Fig. 1: sequential cells colored by netlist name
Other sequential cells in the stronger gray, the rest of the logic in the fainter gray.
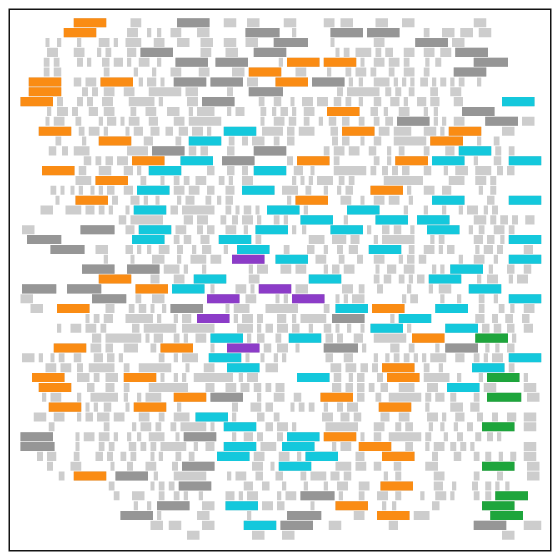
Fig. 2: signal metal coverage by tile
The bar under the picture is 50 um long. 30 x 30 tiles, from black (low) to pale yellow (high), scaled to the fullest tile. Values are wire area over tile area, all layers added.
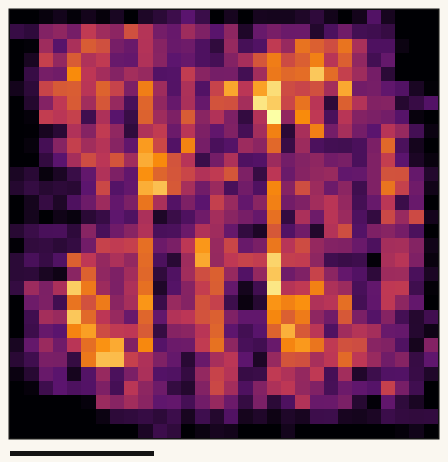
Fig. 3: placed standard cells
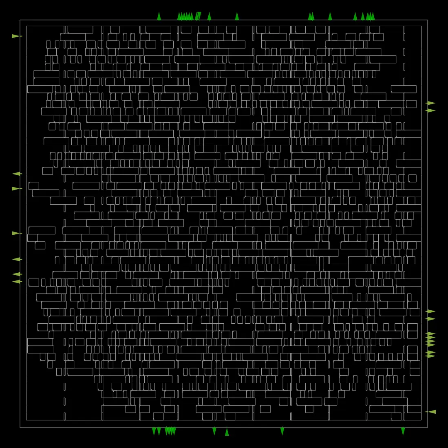
--- src/rtl/rc_pwm_decoder.sv ---
// rc_pwm_decoder
// Measures the high time of the four RC receiver PWM channels and converts
// each pulse into an 8-bit offset. Each channel has its own IDLE/MEASURE
// FSM, glitch/over-length rejection and loss-of-signal timeout.
// Channel index order everywhere is {yaw, roll, pitch, throttle} = {3,2,1,0}.
module rc_pwm_decoder #(
    parameter int US_DIV     = 50,     // clk cycles per microsecond tick
    parameter int MIN_US     = 1000,   // pulse width that maps to offset 0
    parameter int GLITCH_US  = 800,    // shorter pulses are discarded
    parameter int MAX_US     = 2500,   // longer pulses are discarded
    parameter int TIMEOUT_US = 25000   // no valid pulse for this long -> lost
) (
    input  logic       clk,
    input  logic       rst_n,
    input  logic       throttle_pwm,
    input  logic       pitch_pwm,
    input  logic       roll_pwm,
    input  logic       yaw_pwm,
    output logic [7:0] throttle_offset,
    output logic [7:0] pitch_offset,
    output logic [7:0] roll_offset,
    output logic [7:0] yaw_offset,
    output logic [3:0] update,
    output logic [3:0] ch_valid,
    output logic       link_ok
);

    localparam int NCH  = 4;
    localparam int PS_W = (US_DIV > 1) ? $clog2(US_DIV) : 1;

    localparam logic [PS_W-1:0] PS_LAST   = PS_W'(US_DIV - 1);
    localparam logic [11:0]     MIN_W     = 12'(MIN_US);
    localparam logic [11:0]     GLITCH_W  = 12'(GLITCH_US);
    localparam logic [11:0]     MAX_W     = 12'(MAX_US);
    localparam logic [11:0]     WIDTH_SAT = 12'hFFF;
    localparam logic [14:0]     TIMEOUT_W = 15'(TIMEOUT_US);
    localparam logic [14:0]     TO_SAT    = 15'h7FFF;

    typedef enum logic {
        IDLE    = 1'b0,
        MEASURE = 1'b1
    } ch_state_t;

    // ------------------------------------------------------------------
    // Helper functions
    // ------------------------------------------------------------------

    // A pulse is usable only inside the [GLITCH_US, MAX_US] window.
    function automatic logic width_in_range(input logic [11:0] w);
        return (w >= GLITCH_W) && (w <= MAX_W);
    endfunction

    // (width - MIN_US) / 4, floored at 0 and saturated to 8 bits.
    function automatic logic [7:0] decode_offset(input logic [11:0] w);
        logic [11:0] d;
        if (w < MIN_W) begin
            d = 12'd0;
        end else begin
            d = (w - MIN_W) >> 2;
        end
        if (d > 12'd255) begin
            return 8'hFF;
        end
        return d[7:0];
    endfunction

    // Failsafe: throttle to zero, stick axes to centre.
    function automatic logic [7:0] failsafe_offset(input int ch);
        return (ch == 0) ? 8'd0 : 8'd128;
    endfunction

    // ------------------------------------------------------------------
    // Signals
    // ------------------------------------------------------------------
    logic [NCH-1:0]  pwm_raw;
    logic [NCH-1:0]  pwm_p0;
    logic [NCH-1:0]  pwm_p1;
    logic [NCH-1:0]  pwm_p2;
    logic [NCH-1:0]  rise;
    logic [NCH-1:0]  fall;

    logic [PS_W-1:0] ps_cnt;
    logic            tick;

    ch_state_t       state_q [NCH];
    ch_state_t       state_d [NCH];
    logic [11:0]     width_q [NCH];
    logic [14:0]     to_cnt_q [NCH];
    logic [7:0]      offset_q [NCH];

    logic [NCH-1:0]  pulse_ok;
    logic [NCH-1:0]  expired;
    logic [NCH-1:0]  update_q;
    logic [NCH-1:0]  ch_valid_q;
    logic            link_ok_q;

    assign pwm_raw = {yaw_pwm, roll_pwm, pitch_pwm, throttle_pwm};

    // ------------------------------------------------------------------
    // Input conditioning: 2-FF synchronizer plus one FF for edge detect
    // ------------------------------------------------------------------

    // Reset the chain to '1' so a line that is already high when reset is
    // released never looks like a rising edge; a low line only produces a
    // fall, which IDLE ignores.
    always_ff @(posedge clk or negedge rst_n) begin
        if (!rst_n) begin
            pwm_p0 <= '1;
            pwm_p1 <= '1;
            pwm_p2 <= '1;
        end else begin
            pwm_p0 <= pwm_raw;
            pwm_p1 <= pwm_p0;
            pwm_p2 <= pwm_p1;
        end
    end

    assign rise = pwm_p1 & ~pwm_p2;
    assign fall = ~pwm_p1 & pwm_p2;

    // ------------------------------------------------------------------
    // Shared microsecond prescaler
    // ------------------------------------------------------------------

    // Free-running 0..US_DIV-1 counter; tick is high on its last count.
    always_ff @(posedge clk or negedge rst_n) begin
        if (!rst_n) begin
            ps_cnt <= '0;
        end else if (ps_cnt == PS_LAST) begin
            ps_cnt <= '0;
        end else begin
            ps_cnt <= ps_cnt + 1'b1;
        end
    end

    assign tick = (ps_cnt == PS_LAST);

    // ------------------------------------------------------------------
    // Per-channel IDLE / MEASURE FSM
    // ------------------------------------------------------------------

    // State register for all channels.
    always_ff @(posedge clk or negedge rst_n) begin
        if (!rst_n) begin
            for (int i = 0; i < NCH; i++) begin
                state_q[i] <= IDLE;
            end
        end else begin
            for (int i = 0; i < NCH; i++) begin
                state_q[i] <= state_d[i];
            end
        end
    end

    // Next state and pulse evaluation; a fall in MEASURE ends the pulse.
    always_comb begin
        for (int i = 0; i < NCH; i++) begin
            state_d[i]  = state_q[i];
            pulse_ok[i] = 1'b0;
            case (state_q[i])
                IDLE: begin
                    if (rise[i]) begin
                        state_d[i] = MEASURE;
                    end
                end
                MEASURE: begin
                    if (fall[i]) begin
                        pulse_ok[i] = width_in_range(width_q[i]);
                        state_d[i]  = IDLE;
                    end
                end
                default: begin
                    state_d[i] = IDLE;
                end
            endcase
        end
    end

    // Pulse width in microseconds. The tick of the rise cycle is counted
    // so the measured span runs from the rise cycle up to the fall cycle.
    always_ff @(posedge clk or negedge rst_n) begin
        if (!rst_n) begin
            for (int i = 0; i < NCH; i++) begin
                width_q[i] <= '0;
            end
        end else begin
            for (int i = 0; i < NCH; i++) begin
                if (state_q[i] == IDLE) begin
                    if (rise[i]) begin
                        width_q[i] <= {11'd0, tick};
                    end
                end else if (!fall[i] && tick && (width_q[i] != WIDTH_SAT)) begin
                    width_q[i] <= width_q[i] + 12'd1;
                end
            end
        end
    end

    // ------------------------------------------------------------------
    // Loss-of-signal timeout
    // ------------------------------------------------------------------

    // Microseconds since the last valid pulse, saturating.
    always_ff @(posedge clk or negedge rst_n) begin
        if (!rst_n) begin
            for (int i = 0; i < NCH; i++) begin
                to_cnt_q[i] <= '0;
            end
        end else begin
            for (int i = 0; i < NCH; i++) begin
                if (pulse_ok[i]) begin
                    to_cnt_q[i] <= '0;
                end else if (tick && (to_cnt_q[i] != TO_SAT)) begin
                    to_cnt_q[i] <= to_cnt_q[i] + 15'd1;
                end
            end
        end
    end

    // Channel is lost once its counter has reached the timeout.
    always_comb begin
        for (int i = 0; i < NCH; i++) begin
            expired[i] = (to_cnt_q[i] >= TIMEOUT_W);
        end
    end

    // ------------------------------------------------------------------
    // Output registers
    // ------------------------------------------------------------------

    // Offset/valid/strobe update; a valid pulse takes priority over expiry.
    always_ff @(posedge clk or negedge rst_n) begin
        if (!rst_n) begin
            for (int i = 0; i < NCH; i++) begin
                offset_q[i] <= failsafe_offset(i);
            end
            update_q   <= '0;
            ch_valid_q <= '0;
        end else begin
            update_q <= pulse_ok;
            for (int i = 0; i < NCH; i++) begin
                if (pulse_ok[i]) begin
                    offset_q[i]   <= decode_offset(width_q[i]);
                    ch_valid_q[i] <= 1'b1;
                end else if (expired[i]) begin
                    offset_q[i]   <= failsafe_offset(i);
                    ch_valid_q[i] <= 1'b0;
                end
            end
        end
    end

    // Link status trails the per-channel valid flags by one cycle.
    always_ff @(posedge clk or negedge rst_n) begin
        if (!rst_n) begin
            link_ok_q <= 1'b0;
        end else begin
            link_ok_q <= &ch_valid_q;
        end
    end

    assign throttle_offset = offset_q[0];
    assign pitch_offset    = offset_q[1];
    assign roll_offset     = offset_q[2];
    assign yaw_offset      = offset_q[3];
    assign update          = update_q;
    assign ch_valid        = ch_valid_q;
    assign link_ok         = link_ok_q;

endmodule

--- config.mk ---
export PLATFORM = sky130hd
export DESIGN_NAME = rc_pwm_decoder
export DESIGN_NICKNAME = d
export VERILOG_FILES = /design/src/rtl/rc_pwm_decoder.sv
export SDC_FILE = /design/constraint.sdc
export NUM_CORES = 1
export LEC_CHECK = 0
export CAP_MARGIN = 25
export CELL_PAD_IN_SITES_DETAIL_PLACEMENT = 1
export CELL_PAD_IN_SITES_GLOBAL_PLACEMENT = 1
export CORE_MARGIN = 2
export CORE_UTILIZATION = 44
export CTS_CLUSTER_DIAMETER = 120
export DETAILED_ROUTE_END_ITERATION = 12
export PLACE_DENSITY = 0.74
export SLEW_MARGIN = 20
export SYNTH_ARGS = -nofsm -noshare
export SYNTH_HDL_FRONTEND = slang
export SYNTH_SLANG_ARGS = --single-unit
--- constraint.sdc ---
create_clock -name clk -period 3 [get_ports clk]
set_clock_uncertainty 0.05 [all_clocks]
set_input_delay 0.75 -clock clk [delete_from_list [all_inputs] [get_ports clk]]
set_output_delay 0.75 -clock clk [all_outputs]
set_load 0.005 [all_outputs]
==> notes.md <==
Physical implementation.

- In the global route stage, met1 resource usage came out at 28.4%.
- The largest registers in the layout are to_cnt_q x60, width_q x48.
- In this run the standard cell core region covers 20,800 um2.
- The relative slew slack is 45.0%.
- RePlAce ended its routability-driven mode at a weighted congestion of 0.812.
- The pin closest to its max-slew limit shows a slew of 825 ps.
- The met2 wire length is 11,000 um.
- The number of clock buffers inserted by TritonCTS is 17.
- For this block, wires on met1 add up to 10,600 um.
- Summing over every cut layer, the via total after detailed routing is 7,407.
- The total wirelength of the detailed-routed design is 22,300 um.
- The clock period could shrink to 2630 ps.
- The count of hold-fix buffers inserted at cts is 0.
- OpenROAD emitted warnings numbering 43.
- The final layout report lists a clock buffer count of 19.
- The terminus of the critical flop-to-flop path is width_q[32].
- Per the finish-stage timing summary, setup violations number 0.
- Non-clock buffers in the final layout number 66.
- Per the synthesis report, the number of distinct cell types is 70.
- Clock latency on the worst-skew pair, taken at its later pin, is 430 ps.
- Counting flops per register, the top entry is to_cnt_q.
- The mapped netlist covers 9260 um2.
- The critical path maximum fanout is 17.
- The finished layout cell area is 10,600 um2.
- The clock network power consumption is 2.32 mW.
- Of the cells placed in the final design, the portion with a size suffix greater than 1 is 7.74%.
- For this configuration, the core starts out at a cell density of 44.5%.
- The count of TritonRoute iterations in the first routing pass is 4.
- The cell sitting at the root of the clock tree is a sky130_fd_sc_hd__clkbuf_16.
- The layout report lists the multi-input gate area as 4580 um2.
- Clock tree synthesis found a total of 171 sinks.
- Counting flops and latches in the post-synthesis netlist gives 171.
- The fraction of synthesized cell area in xor and xnor cells is 7.66%.
- The global routing met2 resource utilization is 35.2%.
- The number of post-CTS setup repair buffers is 0.
- The data required time of the critical path is 3300 ps.
- The worst-case IR drop observed on VDD is 0.416 mV.
- The estimated wirelength of the detail-placed design is 15,300 um.
- According to the floorplan report, the die height is 149 um.
- The number of cells reported by Yosys stat comes to 1,000.
- The share of the yosys chip area belonging to registers is 46.4%.
- met3 track demand over resource after global routing is 3.24%.
- The number of pins exceeding their max-slew limit in the final report is 0.
- The flow ran to the end, and the final reports show no timing, DRC or antenna violations.
- The total negative slack is 0 ps.
- The internal power of the cells totals 3.81 mW.
- The post-route worst setup slack is 370 ps.
- The cell count after synthesis is 1,000.
- In the layout the commonest cells are 156 x sky130_fd_sc_hd__dfrtp_1, 135 x sky130_fd_sc_hd__nor2_1, 77 x sky130_fd_sc_hd__nand2_1.
- The filler cells instantiated in the layout total 2,357.
- In this run the register-to-register setup slack is 370 ps.
- After detailed placement, the total cell area comes to 10,000 um2.
- The non-clock buffer contribution to total cell area is 6.01%.
- The area growth from synthesis to layout is 14.9%.
- The count of inverters not on the clock network in the layout is 44.
- The library cell contributing the largest single delay on the critical path is sky130_fd_sc_hd__or2_1.
- Final hold analysis gives a worst-case slack of 258 ps.
- For this run the aggregate overflow at the end of global routing stands at 0.
- The longest individual stage delay on the worst path is 430 ps.
- The critical path depth is 8.
- The final antenna diode tally reported by the flow is 0.
- The number of max-cap violations is 0.
- For this run, the number of Yosys warnings is 0.
- The number of nets with antenna violations after detailed routing is 0.
- The net count after synthesis is 1,032.
- Wire segments on met3 add up to 409 um in the final route.
- The finished layout reports a core utilization of 51.1%.
- The combinational family with the most area after synthesis is simple AND/OR/NAND/NOR gates.
- The H-tree depth is 4.
- The synthesis stats list as the most numerous cell sky130_fd_sc_hd__dfrtp_1.
- The adder and majority cell fraction of the synthesized area is 3.84%.
- The highest metal layer carrying signal wires in the routed design is met4.
- The upper clock frequency limit is 0.380 GHz.
- The number of antenna violations at the first check in global routing is 0.
- The worst setup path is captured at a register.
- The sequential fraction of design power is 48.4%.
- The worst setup path startpoint is ps_cnt[1].
- After synthesis, the most frequently instantiated cells are 156 x sky130_fd_sc_hd__dfrtp_1, 135 x sky130_fd_sc_hd__nor2_1, 77 x sky130_fd_sc_hd__nand2_1.
- The layout report gives the multi-input gate share of total cell area as 43.0%.
- Registers represent a cell area share of 40.4%.
Notes on Fig. 1 above:
- ps_cnt: purple (placed flops 6; where center)
- roll_offset: green (placed flops 8; where lower right)
- to_cnt_q: cyan (placed flops 60)
- width_q: orange (placed flops 48; where all over the die)

Notes on Fig. 2 above:
- mean over tiles: 0.15
- tiles over half the peak: 20%
- nearly empty tiles: 9.9%
- fullest tile: 0.47

Notes on Fig. 3 above:
number of tap cells added at floorplan: 275
Site Rows: 53
number of sequential cells: 171

No activity file was given, so power comes from the tool's default toggle rates.
